File: config.mk
export PLATFORM = sky130hd
export DESIGN_NAME = instruction_fetch_unit
export DESIGN_NICKNAME = d
export VERILOG_FILES = /design/src/rtl/instruction_fetch_unit_pkg.sv /design/src/rtl/fetch_pc_queue.sv /design/src/rtl/instruction_fetch_unit.sv
export SDC_FILE = /design/constraint.sdc
export NUM_CORES = 1
export LEC_CHECK = 0
export CORE_MARGIN = 2
export CORE_UTILIZATION = 40
export CTS_CLUSTER_DIAMETER = 150
export DETAILED_ROUTE_END_ITERATION = 16
export GPL_TIMING_DRIVEN = 0
export PLACE_DENSITY = 0.67
export SLEW_MARGIN = 10
export SYNTH_ARGS = -nofsm -noshare
export SYNTH_HDL_FRONTEND = slang
export SYNTH_HIERARCHICAL = 1
export SYNTH_SLANG_ARGS = --single-unit
File: constraint.sdc
create_clock -name clk -period 5.59 [get_ports clk]
set_input_delay 1.118 -clock clk [delete_from_list [all_inputs] [get_ports clk]]
set_output_delay 1.118 -clock clk [all_outputs]
set_load 0.01 [all_outputs]
File: src/rtl/instruction_fetch_unit_pkg.sv
// Shared definitions for the instruction fetch unit: state encoding,
// fetch packet field layout and the sequential PC step.
package instruction_fetch_unit_pkg;

   typedef enum logic {
      RUN    = 1'b0,
      HALTED = 1'b1
   } fetch_state_e;

   localparam int unsigned PC_INCREMENT   = 4;
   localparam int unsigned INST_FIELD_LSB = 0;

   // The PC sits directly above the instruction word in a fetch packet
   function automatic int unsigned pc_field_lsb(input int unsigned inst_width);
      return inst_width;
   endfunction

endpackage

File: src/rtl/fetch_pc_queue.sv
// In-order queue holding the PC of every issued, not yet returned fetch.
// Pointers carry an extra wrap bit so a full queue is distinguishable from empty.
module fetch_pc_queue
   import instruction_fetch_unit_pkg::*;
#(
   parameter int ADDR_WIDTH = 32,
   parameter int DEPTH      = 2
) (
   input  logic                  clk,
   input  logic                  reset_n,
   input  logic                  push,
   input  logic                  pop,
   input  logic                  clear,
   input  logic [ADDR_WIDTH-1:0] push_data,
   output logic [ADDR_WIDTH-1:0] head_data
);

   localparam int PW = (DEPTH > 1) ? $clog2(DEPTH) : 1;

   logic [ADDR_WIDTH-1:0] mem [2**PW];
   logic [PW:0]           wr_ptr;
   logic [PW:0]           rd_ptr;

   always_ff @(posedge clk or negedge reset_n) begin
      if (!reset_n) begin
         wr_ptr <= '0;
         rd_ptr <= '0;
      end else if (clear) begin
         wr_ptr <= '0;
         rd_ptr <= '0;
      end else begin
         if (push) wr_ptr <= wr_ptr + 1'b1;
         if (pop)  rd_ptr <= rd_ptr + 1'b1;
      end
   end

   always_ff @(posedge clk) begin
      if (push && !clear) mem[wr_ptr[PW-1:0]] <= push_data;
   end

   assign head_data = mem[rd_ptr[PW-1:0]];

endmodule

File: src/rtl/instruction_fetch_unit.sv
// Fetch address generator and instruction FIFO producer with credit-based
// flow control; a restart redirects the PC and drops stale cache responses.
module instruction_fetch_unit
   import instruction_fetch_unit_pkg::*;
#(
   parameter int                    ADDR_WIDTH      = 32,
   parameter int                    INST_WIDTH      = 32,
   parameter logic [ADDR_WIDTH-1:0] RESET_PC        = '0,
   parameter int                    FIFO_DEPTH      = 2,
   parameter int                    MAX_OUTSTANDING = 2
) (
   input  logic                             clk,
   input  logic                             reset_n,
   input  logic                             restart_i,
   input  logic [ADDR_WIDTH-1:0]            restart_pc_i,
   input  logic                             halt_i,
   output logic                             icache_request_o,
   output logic [ADDR_WIDTH-1:0]            icache_addr_o,
   input  logic                             icache_accept_i,
   input  logic                             icache_valid_i,
   input  logic [INST_WIDTH-1:0]            icache_data_i,
   output logic                             enqueue_o,
   output logic [ADDR_WIDTH+INST_WIDTH-1:0] value_o,
   input  logic                             dequeue_i
);

   localparam int CW     = $clog2(FIFO_DEPTH + 1);
   localparam int OW     = $clog2(MAX_OUTSTANDING + 1);
   localparam int PC_LSB = pc_field_lsb(INST_WIDTH);

   localparam logic [CW-1:0]         FULL_CREDITS = CW'(FIFO_DEPTH);
   localparam logic [OW-1:0]         MAX_OUT      = OW'(MAX_OUTSTANDING);
   localparam logic [ADDR_WIDTH-1:0] WORD_MASK    = ~ADDR_WIDTH'(3);

   fetch_state_e                     state;
   fetch_state_e                     next_state;
   logic [ADDR_WIDTH-1:0]            pc;
   logic [CW-1:0]                    credits;
   logic [OW-1:0]                    outstanding;
   logic [OW-1:0]                    discard;
   logic                             enqueue_q;
   logic [ADDR_WIDTH+INST_WIDTH-1:0] value_q;
   logic [ADDR_WIDTH-1:0]            queue_head;
   logic                             fire;
   logic                             live;
   logic [OW-1:0]                    valid_ext;

   // Issue is gated by reset so no request escapes while the unit is held in reset
   assign icache_request_o = reset_n && (state == RUN) && (credits != '0)
                             && (outstanding < MAX_OUT) && !restart_i;
   assign icache_addr_o    = pc;
   assign fire             = icache_request_o && icache_accept_i;
   assign live             = icache_valid_i && (discard == '0) && !restart_i;
   assign valid_ext        = OW'(icache_valid_i);
   assign enqueue_o        = enqueue_q;
   assign value_o          = value_q;

   fetch_pc_queue #(
      .ADDR_WIDTH (ADDR_WIDTH),
      .DEPTH      (MAX_OUTSTANDING)
   ) u_pc_queue (
      .clk       (clk),
      .reset_n   (reset_n),
      .push      (fire),
      .pop       (live),
      .clear     (restart_i),
      .push_data (pc),
      .head_data (queue_head)
   );

   always_ff @(posedge clk or negedge reset_n) begin
      if (!reset_n) state <= RUN;
      else          state <= next_state;
   end

   always_comb begin
      next_state = state;
      if (restart_i)   next_state = RUN;
      else if (halt_i) next_state = HALTED;
   end

   // Restart wins over everything: stale in-flight requests become discards
   always_ff @(posedge clk or negedge reset_n) begin
      if (!reset_n) begin
         pc          <= RESET_PC;
         credits     <= FULL_CREDITS;
         outstanding <= '0;
         discard     <= '0;
         enqueue_q   <= 1'b0;
         value_q     <= '0;
      end else if (restart_i) begin
         pc          <= restart_pc_i & WORD_MASK;
         credits     <= FULL_CREDITS;
         outstanding <= outstanding - valid_ext;
         discard     <= outstanding - valid_ext;
         enqueue_q   <= 1'b0;
      end else begin
         if (fire) pc <= pc + ADDR_WIDTH'(PC_INCREMENT);
         case ({fire, dequeue_i})
            2'b10:   credits <= credits - 1'b1;
            2'b01:   credits <= credits + 1'b1;
            default: credits <= credits;
         endcase
         case ({fire, icache_valid_i})
            2'b10:   outstanding <= outstanding + 1'b1;
            2'b01:   outstanding <= outstanding - 1'b1;
            default: outstanding <= outstanding;
         endcase
         if (icache_valid_i && (discard != '0)) discard <= discard - 1'b1;
         enqueue_q <= live;
         if (live) begin
            value_q[PC_LSB +: ADDR_WIDTH]         <= queue_head;
            value_q[INST_FIELD_LSB +: INST_WIDTH] <= icache_data_i;
         end
      end
   end

   a_no_orphan_response: assert property (@(posedge clk) disable iff (!reset_n)
      !(icache_valid_i && (outstanding == '0)));
   a_no_credit_overflow: assert property (@(posedge clk) disable iff (!reset_n)
      !(dequeue_i && !restart_i && (credits == FULL_CREDITS)));
   a_credit_bound: assert property (@(posedge clk) disable iff (!reset_n)
      credits <= FULL_CREDITS);

endmodule

==> run summary <==
Implementation numbers.

- The flow ran to the end, and the final reports show no timing, DRC or antenna violations.
- The die width is 138.0 um.
- The share of cell area taken by multi-input logic gates is 0.2502.
- The via count of the first global-routing pass reads 5187.
- The clock tree from TritonCTS reads yes.
- The met2 routed wirelength is 8335 um.
- The kind of path behind the tightest hold check is reg2reg.
- Per the detail_route report, vias per standard cell equal 5.004.
- The area share of and-or/or-and cells after synthesis reads 0.06181.
- Looking at the max-slew report, the worst-margin pin has a slew of 1.028 ns.
- The largest fanout of any net on the critical path reads 56.
- The OpenROAD report gives the critical path a data arrival time of 3.11 ns.
- The end of the worst register-to-register path is u_pc_queue/mem[0][21].
- Among all stages on the critical path, the largest delay is contributed by clkdlybuf4s50_1.
- Setup repair after global routing left no endpoint under its margin.
- The worst path required time is 4.47 ns.
- Total global-route track usage over all layers is 0.1900.
- Multi-input combinational cells in the finished layout were counted as 433.
- The async set or reset register ratio after synthesis reads 0.6190.
- The non-clock inverter count in the final layout is 12.
- Counting only logic cells after layout, the most numerous master is nand2_1.
- In the routed design, unresolved DRC markers number 0.
==> where the power goes <==
group	internal, mW	switching (mW)
Sequential	1.58	0.186
Clock	0.607	0.469
Combinational	0.698	0.543
Total	2.88	1.20
==> synth_stat cells, drive strengths merged, types with 3 or more instances <==
cell type	count	area [um^2]
nand2	228	858.3
dfrtp	103	2577
edfxtp	64	1922
mux2	32	469.2
nor2	23	86.33
clkbuf	19	72.56
o21ai	19	95.09
nand3	16	80.08
buf	13	130.1
nand4	13	87.58
inv	11	41.29
o211ai	10	75.07
xnor2	9	78.83
o311ai	8	70.07
and3	7	43.79
nor3	7	35.03
a21oi	6	30.03
a32oi	4	35.03
and2	4	25.02
nand2b	4	25.02
a31oi	3	18.77
ha	3	37.54
or3	3	18.77
### Metal 4

Scale: 3 px per um. Supply wires on this layer in gray.
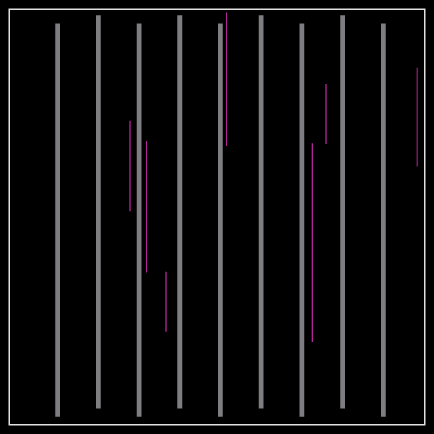
main direction: vertical
nets with wire on the layer: 4
share of all routed wire: 1.5%
longest straight run: 66.0 um
Total Wirelength: 17360 um
routed via count: 5374

### Wires at chosen ports, followed through buffers

Scale: 2 px per um.
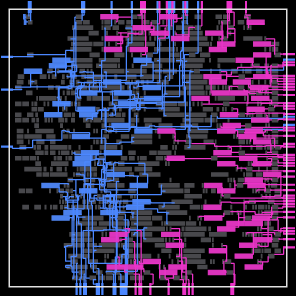
legend:
  magenta:
    port: value_o
    bits: 64
    direction: output
    end_cells: 64
    wire: 1520 um
  blue:
    port: icache_addr_o
    bits: 32
    direction: output
    end_cells: 32
    wire: 2940 um

### Clock network drawn from the DEF

Scale: 3 px per um.
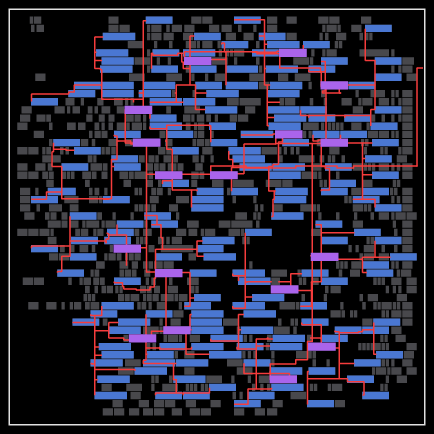
legend:
  blue:
    item: flip-flops
    count: 168
  purple:
    item: clock-net drivers
    count: 17
  red:
    item: clock wires
    length: 1920 um
flops lie: widely spread
routed clock nets: 18

### Cell density map

Scale: 3 px per um. 14 x 14 tiles, from dark blue (low) to red (high), 0 to 100% covered.
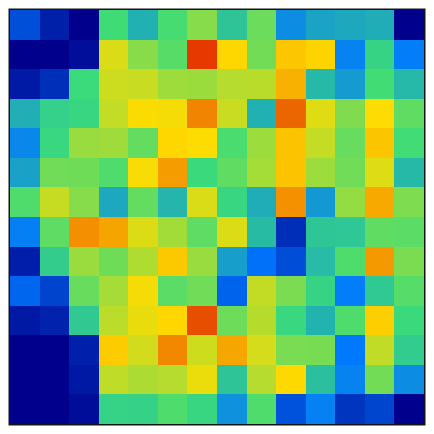
tiles over 75% full: 13%
nearly empty tiles: 5.6%
mean over tiles: 50%
emptiest ninth of the die: bottom left
fullest tile: 94%

No activity file was given, so power comes from the tool's default toggle rates.
